--- src/rtl/lavadora_pkg.sv ---
// Shared types and default configuration for the multi-program laundry controller.
package lavadora_pkg;

    localparam int unsigned NUM_PROG_DEF = 3;
    localparam int unsigned CNT_W_DEF    = 5;
    localparam int unsigned N_PULSOS_DEF = 2;
    localparam int unsigned TIMEOUT_DEF  = 64;

    // Program 0 = secado, 1 = lavado, 2 = lavado pesado
    localparam logic [NUM_PROG_DEF*CNT_W_DEF-1:0] COSTOS_DEF = {5'd9, 5'd4, 5'd3};

    typedef enum logic [2:0] {
        ST_IDLE,
        ST_PAGO,
        ST_PULSO_ON,
        ST_PULSO_OFF,
        ST_CAMBIO_ON,
        ST_CAMBIO_OFF
    } estado_t;

endpackage

--- src/rtl/lavadora_multiprograma_generador_pulsos.sv ---
// Pulse-train generator: on load emits 'count' pulses of one high cycle followed by one low cycle.
module generador_pulsos #(
    parameter int unsigned W = 5
) (
    input  logic         clk,
    input  logic         reset,
    input  logic         load,
    input  logic [W-1:0] count,
    output logic         pulse,
    output logic         done_c
);

    logic [W-1:0] rem;

    // rem counts pulses still owed after the one currently high; count is never 0 on load
    always_ff @(posedge clk) begin
        if (reset) begin
            pulse <= 1'b0;
            rem   <= '0;
        end else if (load) begin
            pulse <= 1'b1;
            rem   <= count - W'(1);
        end else if (pulse) begin
            pulse <= 1'b0;
        end else if (rem != '0) begin
            pulse <= 1'b1;
            rem   <= rem - W'(1);
        end
    end

    assign done_c = !pulse && (rem == '0);

endmodule

--- src/rtl/lavadora_multiprograma.sv ---
// Coin-operated washer controller: credit accumulation, program validation, activation and change pulse trains.
module lavadora_multiprograma
    import lavadora_pkg::*;
#(
    parameter int unsigned                 NUM_PROG = NUM_PROG_DEF,
    parameter int unsigned                 CNT_W    = CNT_W_DEF,
    parameter logic [NUM_PROG*CNT_W-1:0]   COSTOS   = COSTOS_DEF,
    parameter int unsigned                 N_PULSOS = N_PULSOS_DEF,
    parameter int unsigned                 TIMEOUT  = TIMEOUT_DEF,
    parameter int unsigned                 PSEL_W   = (NUM_PROG > 1) ? $clog2(NUM_PROG) : 1
) (
    input  logic                clk,
    input  logic                RESET,
    input  logic                INTRO_MONEDA,
    input  logic                FINALIZAR_PAGO,
    input  logic [PSEL_W-1:0]   PROGRAMA_SEL,
    output logic [NUM_PROG-1:0] ACTIVAR,
    output logic                INSUFICIENTE,
    output logic                CAMBIO,
    output logic                OCUPADO,
    output logic [CNT_W-1:0]    CREDITO
);

    localparam int unsigned NP_W      = $clog2(N_PULSOS + 1);
    localparam int unsigned GEN_W     = (NP_W > CNT_W) ? NP_W : CNT_W;
    localparam int unsigned TO_W      = $clog2(TIMEOUT);
    localparam int unsigned SEL_EXT_W = PSEL_W + 1;

    estado_t             state, state_n;
    logic                moneda_prev;
    logic [CNT_W-1:0]    credito_q, credito_n;
    logic [CNT_W-1:0]    cambio_q, cambio_n;
    logic [TO_W-1:0]     to_q, to_n;
    logic [NUM_PROG-1:0] oh_q, oh_n;
    logic                cmode_q, cmode_n;
    logic                insuf_q, insuf_n;
    logic                ocup_q, ocup_n;

    logic                coin_edge;
    logic                sel_invalid;
    logic [CNT_W-1:0]    costo;
    logic [CNT_W-1:0]    credito_inc;
    logic                gen_load, gen_pulse, gen_done;
    logic [GEN_W-1:0]    gen_count;

    assign coin_edge   = INTRO_MONEDA && !moneda_prev;
    assign sel_invalid = {1'b0, PROGRAMA_SEL} >= SEL_EXT_W'(NUM_PROG);
    assign credito_inc = (credito_q == {CNT_W{1'b1}}) ? credito_q : credito_q + CNT_W'(1);

    // Cost lookup guarded so an out-of-range select never indexes past the vector
    always_comb begin
        costo = '0;
        for (int i = 0; i < NUM_PROG; i++) begin
            if (PROGRAMA_SEL == PSEL_W'(i)) costo = COSTOS[i*CNT_W +: CNT_W];
        end
    end

    always_ff @(posedge clk) begin
        if (RESET) begin
            state       <= ST_IDLE;
            moneda_prev <= 1'b0;
            credito_q   <= '0;
            cambio_q    <= '0;
            to_q        <= '0;
            oh_q        <= '0;
            cmode_q     <= 1'b0;
            insuf_q     <= 1'b0;
            ocup_q      <= 1'b0;
        end else begin
            state       <= state_n;
            moneda_prev <= INTRO_MONEDA;
            credito_q   <= credito_n;
            cambio_q    <= cambio_n;
            to_q        <= to_n;
            oh_q        <= oh_n;
            cmode_q     <= cmode_n;
            insuf_q     <= insuf_n;
            ocup_q      <= ocup_n;
        end
    end

    always_comb begin
        state_n   = state;
        credito_n = credito_q;
        cambio_n  = cambio_q;
        to_n      = to_q;
        oh_n      = oh_q;
        cmode_n   = cmode_q;
        insuf_n   = 1'b0;
        gen_load  = 1'b0;
        gen_count = '0;

        case (state)
            ST_IDLE: begin
                if (coin_edge) begin
                    credito_n = credito_inc;
                    to_n      = '0;
                    state_n   = ST_PAGO;
                end else if (FINALIZAR_PAGO) begin
                    insuf_n = 1'b1;
                end
            end
            ST_PAGO: begin
                if (coin_edge) begin
                    credito_n = credito_inc;
                    to_n      = '0;
                end else if (FINALIZAR_PAGO) begin
                    if (sel_invalid || (credito_q < costo)) begin
                        insuf_n = 1'b1;
                        to_n    = '0;
                    end else begin
                        oh_n      = NUM_PROG'(1) << PROGRAMA_SEL;
                        cmode_n   = 1'b0;
                        cambio_n  = credito_q - costo;
                        gen_load  = 1'b1;
                        gen_count = GEN_W'(N_PULSOS);
                        state_n   = ST_PULSO_ON;
                    end
                end else if (to_q == TO_W'(TIMEOUT - 1)) begin
                    // Full refund of the accumulated credit
                    oh_n      = '0;
                    cmode_n   = 1'b1;
                    cambio_n  = credito_q;
                    gen_load  = 1'b1;
                    gen_count = GEN_W'(credito_q);
                    state_n   = ST_CAMBIO_ON;
                end else begin
                    to_n = to_q + TO_W'(1);
                end
            end
            ST_PULSO_ON:  state_n = ST_PULSO_OFF;
            ST_PULSO_OFF: begin
                if (!gen_done) begin
                    state_n = ST_PULSO_ON;
                end else if (cambio_q != '0) begin
                    oh_n      = '0;
                    cmode_n   = 1'b1;
                    gen_load  = 1'b1;
                    gen_count = GEN_W'(cambio_q);
                    state_n   = ST_CAMBIO_ON;
                end else begin
                    oh_n      = '0;
                    credito_n = '0;
                    state_n   = ST_IDLE;
                end
            end
            ST_CAMBIO_ON: state_n = ST_CAMBIO_OFF;
            ST_CAMBIO_OFF: begin
                if (!gen_done) begin
                    state_n = ST_CAMBIO_ON;
                end else begin
                    cmode_n   = 1'b0;
                    cambio_n  = '0;
                    credito_n = '0;
                    state_n   = ST_IDLE;
                end
            end
            default: state_n = ST_IDLE;
        endcase

        ocup_n = (state_n != ST_IDLE) && (state_n != ST_PAGO);
    end

    generador_pulsos #(.W(GEN_W)) u_gen (
        .clk    (clk),
        .reset  (RESET),
        .load   (gen_load),
        .count  (gen_count),
        .pulse  (gen_pulse),
        .done_c (gen_done)
    );

    // Single generator steered either to the selected program line or to the change line
    assign ACTIVAR      = oh_q & {NUM_PROG{gen_pulse}};
    assign CAMBIO       = gen_pulse && cmode_q;
    assign INSUFICIENTE = insuf_q;
    assign OCUPADO      = ocup_q;
    assign CREDITO      = credito_q;

endmodule

--- config.mk ---
export PLATFORM = sky130hd
export DESIGN_NAME = lavadora_multiprograma
export DESIGN_NICKNAME = d
export VERILOG_FILES = /design/src/rtl/lavadora_pkg.sv /design/src/rtl/lavadora_multiprograma_generador_pulsos.sv /design/src/rtl/lavadora_multiprograma.sv
export SDC_FILE = /design/constraint.sdc
export NUM_CORES = 1
export LEC_CHECK = 0
export CORE_ASPECT_RATIO = 0.75
export CORE_MARGIN = 8
export CORE_UTILIZATION = 50
export DETAILED_ROUTE_END_ITERATION = 7
export PLACE_DENSITY = 0.71
export RECOVER_POWER = 100
export SLEW_MARGIN = 10
export SYNTH_ARGS = -nofsm -noshare
export SYNTH_HDL_FRONTEND = slang
export SYNTH_SLANG_ARGS = --single-unit
--- constraint.sdc ---
create_clock -name clk -period 3.7 [get_ports clk]
set_clock_uncertainty 0.2 [all_clocks]
set_input_delay 0.74 -clock clk [delete_from_list [all_inputs] [get_ports clk]]
set_output_delay 0.74 -clock clk [all_outputs]
set_load 0.1 [all_outputs]
==> run_1/wires.png <==
The bar under the picture is 20 microns long.
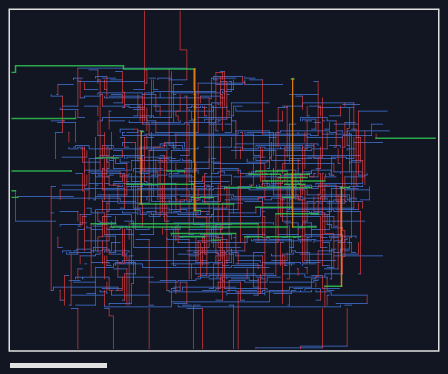
Key: metal 1 = blue [wire length 2680 microns]; metal 4 = orange [wire length 95.2 microns]; metal 3 = green [wire length 312 microns]; metal 2 = red [wire length 2050 microns]
GRT Overall Usage: 18.0%
Total Wirelength: 5.14 mm
Via Count: 1937

==> run_1/io_fan.png <==
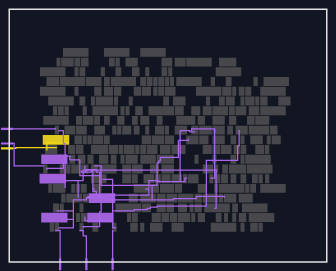
Key: INSUFICIENTE = yellow [bits 1, direction output, end cells 1, buffers 1, wire 20.8 microns]; CREDITO = purple [bits 5, direction output, end cells 5, buffers 5, wire 469 microns]
Ports: 17
port bufs: 16

==> run_1/flops_by_reg.png <==
The bar under the picture is 20 microns long. Other sequential cells in the stronger gray, the rest of the logic in the fainter gray.
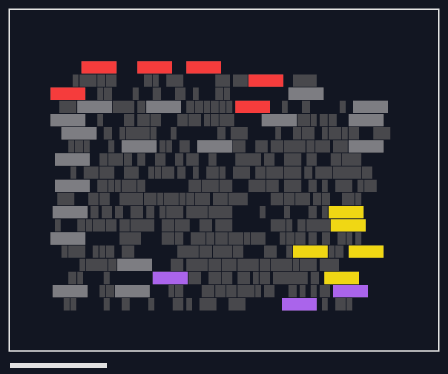
Key: oh_q = purple [sequential cells 3]; to_q = red [sequential cells 6]; cambio_q = yellow [sequential cells 5]
flop share of the area: 27.2%
Seq. cell area: 641 sq um
Seq. pwr: 0.420 mW
Final Util: 63.4%

==> run_1/sizes.png <==
The bar under the picture is 20 microns long.
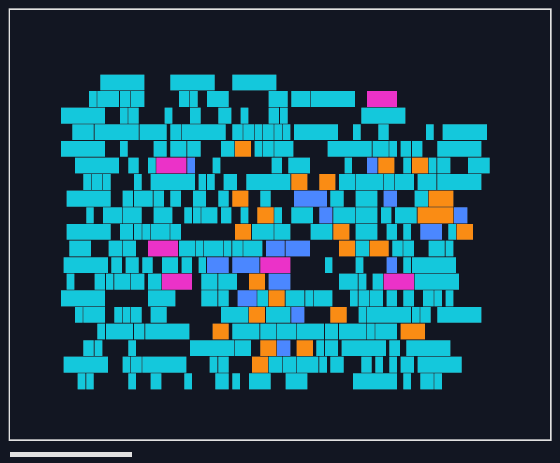
Key: _2 cells = blue [cells 16]; _0 and _1 cells = cyan [cells 236]; _3 and _4 cells = orange [cells 23]; _6 and larger = magenta [cells 6]
post-route cell area: 2350 sq um
post-route setup slack: 172 ps

run 1: state kept, by name (all words and copies together) (netlist names):
register	count
u_gen.pulse	1
cambio_q	5
CREDITO	5
cmode_q	1
INSUFICIENTE	1
u_gen.rem	5
oh_q	3
OCUPADO	1
state	3
to_q	6
moneda_prev	1
run 1: stage by stage:
step / setup TNS [ps] / setup slack [ps]
finish: 0 / 172
global route: 0 / 20.2
CTS: 0 / 264
detailed placement: -44.7 / -36.4
global placement: 0 / 9.08
floorplan: 0 / 332
run 1: placed cells by master (no fill, tap or decap), types with 2 or more instances in the layout:
master	instances
dfxtp_1	32
nor2_1	29
a21oi_1	27
nand2_1	21
buf_4	16
clkbuf_1	12
nor3_1	9
ha_1	8
nand3_1	7
inv_1	7
nor2b_1	6
and2_1	6
o21ai_0	6
clkbuf_8	6
or2_2	4
nand3b_1	4
a222oi_1	4
mux2i_1	4
or3_1	4
dlygate4sd3_1	4
nand2b_1	3
and3_1	3
xnor2_1	3
clkdlybuf4s50_1	3
clkbuf_4	3
a21boi_1	2
a211oi_1	2
nor3_2	2
or4_4	2
a311oi_1	2
a2111oi_0	2
a21o_1	2
clkinv_2	2
run 1: layer usage:
metal	up-vias	GRT usage, %	part of all wire [%]
li1	976	-	-
met3	9	3.97	6.1
met4	0	7.48	1.8
met1	893	25.9	52
met5	-	0	0
met2	59	24.6	40
run 1: area by class of cell:
class                   instances  area, sq um
inverters                       8         30.0
well taps                      52         65.1
repair buffers                 38          258
multi-input cells             195         1270
flip-flops and latches         32          641
clock buffers                   6         82.6
clock inverters                 2         10.0
fillers                       340         1360
run 1: critical path: cells and delay by family:
family	cells	cell delay [ps]
AND-OR/OR-AND	5	1160
adder cells (fa/ha/maj)	1	310
buffers and inverters	4	940
AND/OR/NAND/NOR	2	350
==> run notes, run 1 <==
fresh numbers from the pnr run: status=complete, no violations, worst slew pin tran=1180 ps, PD cells=472 nW/um^2, Area Overhead vs Synth=19.4%, post-placement cell count=325, adder and majority gate portion of the synthesized area=6.10%, post-DR wirelength/cell=15.4 microns, Simple-Gate Area Share=29.4%, maximum vdd drop=0.000273 V, number of global-route vias before repair=1857, Final Max Slew Viols=0, Sw Share=36.2%, combinational share of power=37.0%, Synth Area in Compound Gates=24.4%, comb pwr=0.411 mW, Fin. Hold Viols=0, Cell Area, Synth=1970 sq um, Post-CTS Setup Bufs=0, final setup vio count=0, main flop type=dfxtp_1, ys cells=243, tool warnings=26, first-pass GRT wire length=8.93 mm, Die ar.=6220 sq um, sequential-to-total area share from yosys stat=32.5%, unrepaired setup endpoints after global routing=false, crit path cell chain=clkdlybuf4s50_1 > inv_1 > nand2_1 > ha_1 > a211oi_1 > o32a_1 > a21boi_1 > clkbuf_1 > nor3_2 > clkbuf_1 > a2111oi_2 > a311o_1, Multiplexer share=2.60%, antenna diode count=0, Mapped Cells=243, FF-to-FF Start=CREDITO[3]$_SDFFE_PP0P_, Core Region=3710 sq um, switching power=0.403 mW, layout cells sized above 1=16.0%, final std cells w/o fill=333, Final period util=95.4%, Hold WS=247 ps, Post-synth ARST share=0%, CTS buffer count=5, final critical-path required period=3530 ps, post-synth cell types=63, most frequent cell after synthesis=dfxtp_1, Critical Path RT=3680 ps, Clock Power Share=25.2%, Slew headroom=21.7%, floorplan core density=53.1%, TritonCTS clock tree=yes, crit path from=PROGRAMA_SEL[0], FF-to-FF path depth=9, Synth top area share=32.5%, Synth logic family=simple AND/OR/NAND/NOR gates, cell repeated most along the worst path=clkbuf_1, Reg power frac=37.8%, top post-synthesis cells by count=32 x dfxtp_1, 29 x nor2_1, 27 x a21oi_1, 1st-pass router iterations=5, nets@finish=295, clock slew at reported path FFs=70 ps, via/cell ratio=5.82, clk latency late pin=290 ps, grt total ovfl=0, Syn Nets=258, hold path endpoint=oh_q[1]$_SDFFE_PP0P_, Setup CP Type=input pin to flip-flop, Synthesized registers=32, Top Consumer=sequential cells, largest net degree at the start of global routing=19, Largest cells by area=dfxtp_1 33%, a21oi_1 6.9%, nor2_1 5.5%, number of enable flip-flop cells=0, Worst path slowest cell=clkdlybuf4s50_1, CP peak stage delay=460 ps, Placed Area=2300 sq um, Hold Path Depth=2, Max FO, Critical Path=4, CTS H-Tree Depth=2, CP Capture Type=flip-flop, syn_area_per_cell=8.10 sq um
==> run 1 -> run 2 <==
--- a/config.mk
+++ b/config.mk
@@ -5,13 +5,15 @@
 export SDC_FILE = /design/constraint.sdc
 export NUM_CORES = 1
 export LEC_CHECK = 0
+export ABC_AREA = 1
 export CORE_ASPECT_RATIO = 0.75
 export CORE_MARGIN = 8
 export CORE_UTILIZATION = 50
+export CTS_BUF_LIST = sky130_fd_sc_hd__clkbuf_4 sky130_fd_sc_hd__clkbuf_8
 export DETAILED_ROUTE_END_ITERATION = 7
-export PLACE_DENSITY = 0.71
+export PLACE_DENSITY = 0.7
 export RECOVER_POWER = 100
-export SLEW_MARGIN = 10
+export SLEW_MARGIN = 40
 export SYNTH_ARGS = -nofsm -noshare
 export SYNTH_HDL_FRONTEND = slang
 export SYNTH_SLANG_ARGS = --single-unit
==> run_2/io_fan.png <==
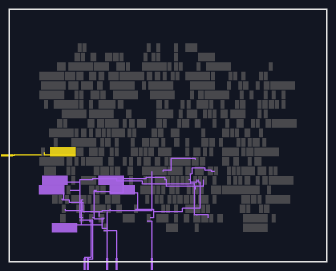
Key: INSUFICIENTE = yellow [bits 1, direction output, end cells 1, buffers 1, wire 18.1 microns]; CREDITO = purple [bits 5, direction output, end cells 5, buffers 5, wire 323 microns]

==> run notes, run 2 <==
fresh numbers from the pnr run: Hold WS=252 ps (+5.46 ps), met1 GRT Util=19.9% (-6.1 points), sequential-to-total area share from yosys stat=30.7% (-1.9 points), final critical-path required period=3410 ps (-121 ps), largest net degree at the start of global routing=18 (-1), floorplan core density=51.8% (-1.3 points), Fill cells=458 (+35%), Final Max Slew Viols=0 (unchanged), metal1 wirelength=2.42 mm (-9.6%), Critical Path RT=3640 ps (-40 ps), Biggest register=to_q, Final Util=57.1% (-6.3 points), nets@finish=341 (+16%), layout cells sized above 1=11.9% (-4.1 points), Placed Area=2270 sq um (-1.4%), Worst path top cell family by delay=simple AND/OR/NAND/NOR gates, adder and majority gate portion of the synthesized area=5.75% (-0.35 points), GR Util met3=3.71% (-0.26 points), Fin. Hold Viols=0 (unchanged), clock slew at reported path FFs=60 ps (about the same), Setup CP Type=input pin to flip-flop, Syn Nets=320 (+24%), main flop type=dfxtp_1, number of flip-flops in the largest register=6 (unchanged), Cell Area, Synth=2090 sq um (+6.0%), post-placement cell count=374 (+15%), Max FO, Critical Path=10 (+6), top post-synthesis cells by count=63 x nand2_1, 44 x inv_1, 35 x nor2_1, maximum vdd drop=0.000316 V (+16%), FF-to-FF path depth=12 (+3), status=complete, no violations, Final period util=92.1% (-3.3 points), Simple-Gate Area Share=38.8% (+9.4 points), worst slew pin tran=1180 ps (-1.46 ps), port bufs=16 (unchanged), Post-CTS Setup Bufs=0 (unchanged), Area Overhead vs Synth=10.2%, most frequent cell after synthesis=nand2_1, first-pass GRT wire length=8.38 mm (-6.1%), RePlAce Congestion=0.971, most common logic cell in the routed design=nand2_1, Die ar.=6520 sq um (+4.8%), Worst path slowest cell=clkdlybuf4s50_1, Slew headroom=21.8% (+0.097 points), post-synth cell types=41 (-35%), post-route cell area=2300 sq um (-2.2%), unrepaired setup endpoints after global routing=false, xor/xnor share=0.839%, post-route setup slack=293 ps (+121 ps), Largest cells by area=dfxtp_1 31%, nand2_1 11%, inv_1 7.9%, Top cells excl fill/tap=65 x nand2_1, 44 x inv_1, 36 x nor2_1, grt total ovfl=0 (unchanged), crit path cell chain=clkdlybuf4s50_1 > inv_1 > nand2_1 > ha_1 > inv_1 > nor2_1 > nand3_1 > nand3_1 > nand3_4 > nand2_1 > clkinvlp_2 > o21ai_1 > o221ai_1 > o21ai_0 > nor2_1, DR WL met3=247 microns (-21%), Synth logic family=simple AND/OR/NAND/NOR gates, Mapped Cells=305 (+26%), final setup vio count=0 (unchanged), Synthesized registers=32 (unchanged), CP Capture Type=flip-flop, Post-synth ARST share=0% (unchanged), antenna diode count=0 (unchanged), Ports=17 (unchanged), tool warnings=26 (unchanged), number of enable flip-flop cells=0 (unchanged), buffers plus inverters on the worst setup path=4 (unchanged), syn_area_per_cell=6.85 sq um (-16%), Fin Setup TNS=0 ps (unchanged), PD cells=506 nW/um^2 (+7.1%), clk latency late pin=290 ps (about the same), CTS H-Tree Depth=2 (unchanged), Top Layer Used=met4, Synth top area share=30.7% (-1.9 points), GR Util met2=25.0% (+0.33 points), 1st-pass router iterations=4 (-1), FF-to-FF Start=CREDITO[2]$_SDFFE_PP0P_, number of global-route vias before repair=1895 (+2.0%), Hold Path Depth=2 (unchanged), CP peak stage delay=440 ps (-20 ps), hold path endpoint=u_gen.rem[3]$_SDFFE_PP0P_, final std cells w/o fill=382 (+15%), ys cells=305 (+26%)
==> run_2/wires.png <==
The bar under the picture is 20 microns long.
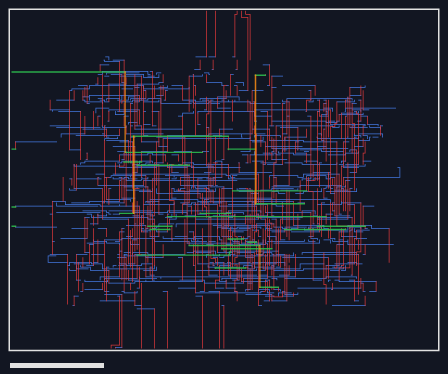
Key: metal 3 = green [wire length 248 microns]; metal 1 = blue [wire length 2420 microns]; metal 2 = red [wire length 2200 microns]; metal 4 = orange [wire length 69.4 microns]
Total Wirelength: 4.94 mm
post-DR wirelength/cell: 12.9 microns
GRT Overall Usage: 15.5%
Via Count: 2026

run 2: cell types whose count changed after synthesis, sizes merged, moves of 5 or more:
cell | before | now
and2 | 7 | 0
nand4 | 1 | 6
nand2 | 21 | 72
nor2 | 30 | 44
a21oi | 27 | 7
nor2b | 6 | 0
nand3 | 7 | 19
o21ai | 7 | 22
inv | 8 | 53
run 2: area by class of cell:
cell class	count	area (sq um)	area share [%]
Timing Repair Buffer	17	95.1	4.13
Tap cell	55	68.8	2.99
Clock inverter	2	35.0	1.52
Sequential cell	32	641	27.8
Inverter	53	203	8.81
Clock buffer	6	76.3	3.32
Multi-Input combinational cell	217	1180	51.4
run 2: logic make-up (layout without fill, tap and decap cells):
kind of cell               after synthesis  after routing
AOI/OAI and AO/OA                       44             44
DFF                                     32             32
and+or+nand+nor                        162            162
xor gates and xnor gates                 2              2
buffers and inverters                   56             78
adders and majority gates                9              9
run 2: how the worst max path moves through the flow:
| stage | startpoint | end | slack [ps] | cells past startpoint |
|---|---|---|---|---|
| finish | PROGRAMA_SEL[0] | cambio_q[0]$_SDFFE_PP0P_ | 290 | 15 |
| global route | PROGRAMA_SEL[0] | cambio_q[4]$_SDFFE_PP0P_ | 110 | 15 |
| CTS | PROGRAMA_SEL[0] | u_gen.rem[4]$_SDFFE_PP0P_ | 460 | 19 |
| detailed placement | PROGRAMA_SEL[0] | u_gen.rem[4]$_SDFFE_PP0P_ | 180 | 19 |
| global placement | PROGRAMA_SEL[1] | u_gen.rem[4]$_SDFFE_PP0P_ | 370 | 19 |
| floorplan | CREDITO[0]$_SDFFE_PP0P_ | u_gen.rem[4]$_SDFFE_PP0P_ | 760 | 16 |
run 2: power breakdown:
part	internal [mW]	switching (mW)
logic	0.124	0.281
registers	0.386	0.0382
clock network	0.207	0.128
total	0.717	0.447
==> run_2/flops_by_reg.png <==
The bar under the picture is 20 microns long. Other sequential cells in the stronger gray, the rest of the logic in the fainter gray.
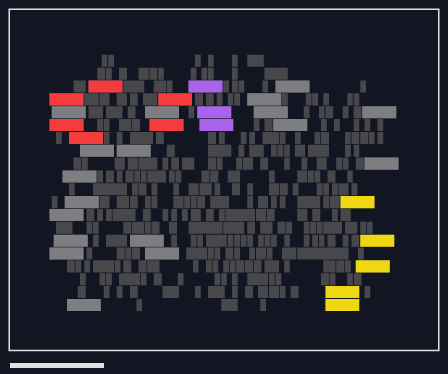

==> run 2 -> run 3 <==
--- a/config.mk
+++ b/config.mk
@@ -8,10 +8,9 @@
 export ABC_AREA = 1
 export CORE_ASPECT_RATIO = 0.75
 export CORE_MARGIN = 8
-export CORE_UTILIZATION = 50
+export CORE_UTILIZATION = 34
 export CTS_BUF_LIST = sky130_fd_sc_hd__clkbuf_4 sky130_fd_sc_hd__clkbuf_8
 export DETAILED_ROUTE_END_ITERATION = 7
-export PLACE_DENSITY = 0.7
 export RECOVER_POWER = 100
 export SLEW_MARGIN = 40
 export SYNTH_ARGS = -nofsm -noshare
==> run_3/flops_by_reg.png <==
The bar under the picture is 20 microns long. Other sequential cells in the stronger gray, the rest of the logic in the fainter gray.
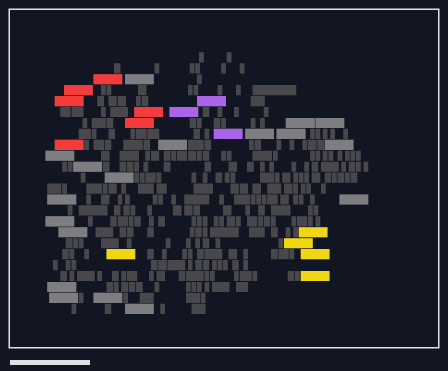
Key: to_q = red [sequential cells 6]; oh_q = purple [sequential cells 3]; cambio_q = yellow [sequential cells 5]
Another 18 sequential cells are not colored.
flop share of the area: 27.4%
Seq. pwr: 0.425 mW

==> run notes, run 3 <==
fresh numbers from the pnr run: Via Count=1989 (-1.8%), Synth top area share=30.7% (unchanged), final critical-path required period=3330 ps (-73.0 ps), Critical Path RT=3680 ps (+40 ps), Synth logic family=simple AND/OR/NAND/NOR gates, sequential-to-total area share from yosys stat=30.7% (unchanged), area used by multi-input combinational logic=1190 sq um (+0.74%), Fin. Hold Viols=0 (unchanged), Ports=17 (unchanged), Slew headroom=22.0% (+0.18 points), post-synth cell types=41 (unchanged), RePlAce Congestion=0.880 (-9.4%), number of enable flip-flop cells=0 (unchanged), Placed Area=2300 sq um (+1.3%), Simple-Gate Area Share=38.8% (unchanged), crit path cell chain=dlygate4sd3_1 > inv_1 > nand2_1 > ha_1 > nand2_1 > inv_1 > nand3_1 > nand3_1 > nand3_4 > nand2_4 > inv_4 > nand2_1 > o21ai_1 > a21oi_2 > o21a_1, number of flip-flops in the largest register=6 (unchanged), Largest cells by area=dfxtp_1 31%, nand2_1 11%, inv_1 7.9%, Leak=1.08 nW, Final Max Slew Viols=0 (unchanged), Post-route DRC=0, Detailed Route Iter0 Violations=173, Worst path top cell family by delay=simple AND/OR/NAND/NOR gates, 1st-pass router iterations=4 (unchanged), nets@finish=341 (unchanged), Mapped Cells=305 (unchanged), Area Overhead vs Synth=12.0%, port bufs=16 (unchanged), most common logic cell in the routed design=nand2_1, worst slew pin tran=1180 ps (-2.72 ps), Syn Nets=320 (unchanged), main flop type=dfxtp_1, post-DR wirelength/cell=12.6 microns (-2.4%), clock slew at reported path FFs=80 ps (+20 ps), post-placement cell count=397 (+6.1%), CP peak stage delay=570 ps (+130 ps), most frequent cell after synthesis=nand2_1, post-route cell area=2340 sq um (+1.7%), clk latency late pin=290 ps (about the same), Cell Area, Synth=2090 sq um (unchanged), Top cells excl fill/tap=64 x nand2_1, 45 x inv_1, 36 x nor2_1, adder and majority gate portion of the synthesized area=5.75% (unchanged), unrepaired setup endpoints after global routing=false, PD cells=498 nW/um^2 (-1.6%), Hold WS=259 ps (+6.70 ps), buffers plus inverters on the worst setup path=4 (unchanged), Fill cells=661 (+44%), first-pass GRT wire length=8.68 mm (+3.5%), status=complete, no violations, Synthesized registers=32 (unchanged), Final period util=90.1% (-2.0 points), maximum vdd drop=0.000318 V (+0.63%), tool warnings=26 (unchanged), CTS H-Tree Depth=2 (unchanged), top post-synthesis cells by count=63 x nand2_1, 44 x inv_1, 35 x nor2_1, GRT Overall Usage=11.9% (-3.6 points), number of global-route vias before repair=1854 (-2.2%), CP Capture Type=flip-flop, largest net degree at the start of global routing=18 (unchanged), Seq. cell area=641 sq um (unchanged), Worst path slowest cell=dlygate4sd3_1, grt total ovfl=0 (unchanged), final std cells w/o fill=405 (+6.0%), Total Wirelength=5.10 mm (+3.4%), Final Util=39.8% (-17 points), syn_area_per_cell=6.85 sq um (unchanged), Max FO, Critical Path=11 (+1), Post-CTS Setup Bufs=0 (unchanged), Achievable Freq=300 MHz, Fin Setup TNS=0 ps (unchanged), floorplan core density=35.5% (-16 points)
==> run_3/io_fan.png <==
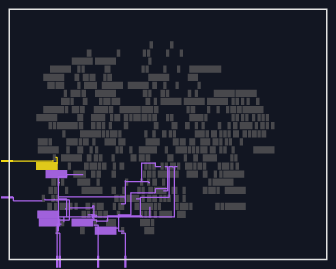
Key: INSUFICIENTE = yellow [bits 1, direction output, end cells 1, buffers 1, wire 16.7 microns]; CREDITO = purple [bits 5, direction output, end cells 5, buffers 5, wire 342 microns]

run 3: kinds of logic (layout without fill, tap and decap cells):
| family | Yosys count | count (layout) |
|---|---|---|
| AOI/OAI and AO/OA | 44 | 44 |
| buffers and inverters | 56 | 78 |
| DFF | 32 | 32 |
| xor gates and xnor gates | 2 | 2 |
| and+or+nand+nor | 162 | 162 |
| adders and majority gates | 9 | 9 |
run 3: power breakdown:
part	switching [mW]	internal, mW
Combinational	0.277	0.121
Clock	0.143	0.199
Sequential	0.0389	0.386
run 3: layer usage:
layer | GRT usage [%] | wire length [microns] | up-vias | part of all wire (%)
met1 | 15.1 | 2540 | 913 | 50
met2 | 18.6 | 2290 | 41 | 45
li1 | - | - | 1031 | -
met4 | 3.06 | 37 | 0 | 0.72
met3 | 3.94 | 237 | 4 | 4.6
met5 | 0 | 0 | - | 0
run 3: area by class of cell:
class / count / area share [%]
sequential: 32 / 27.4
inverter: 53 / 8.72
tap: 78 / 4.17
timing repair buffer: 17 / 4.06
clock buffer: 5 / 2.94
multi-input combinational: 217 / 50.9
clock inverter: 3 / 1.82
run 3: per-stage QoR:
stage | setup slack [ps] | total power [mW]
after CTS | 566 | 1.19
after detailed placement | 268 | 0.849
after global routing | 116 | 1.25
after global placement | 344 | 0.847
final | 366 | 1.16
after floorplan | 763 | 0.760
run 3: final timing paths:
path / from / slack, ps / depth (start not counted) / endpoint
max: PROGRAMA_SEL[1] / 370 / 15 / to_q[3]$_SDFFE_PP0P_
min: u_gen.rem[3]$_SDFFE_PP0P_ / 260 / 2 / u_gen.rem[3]$_SDFFE_PP0P_
max reg2reg: CREDITO[1]$_SDFFE_PP0P_ / 1100 / 12 / to_q[3]$_SDFFE_PP0P_
min reg2reg: u_gen.rem[3]$_SDFFE_PP0P_ / 260 / 2 / u_gen.rem[3]$_SDFFE_PP0P_
Power figures rest on the tool's default switching activity, not on a simulated workload.
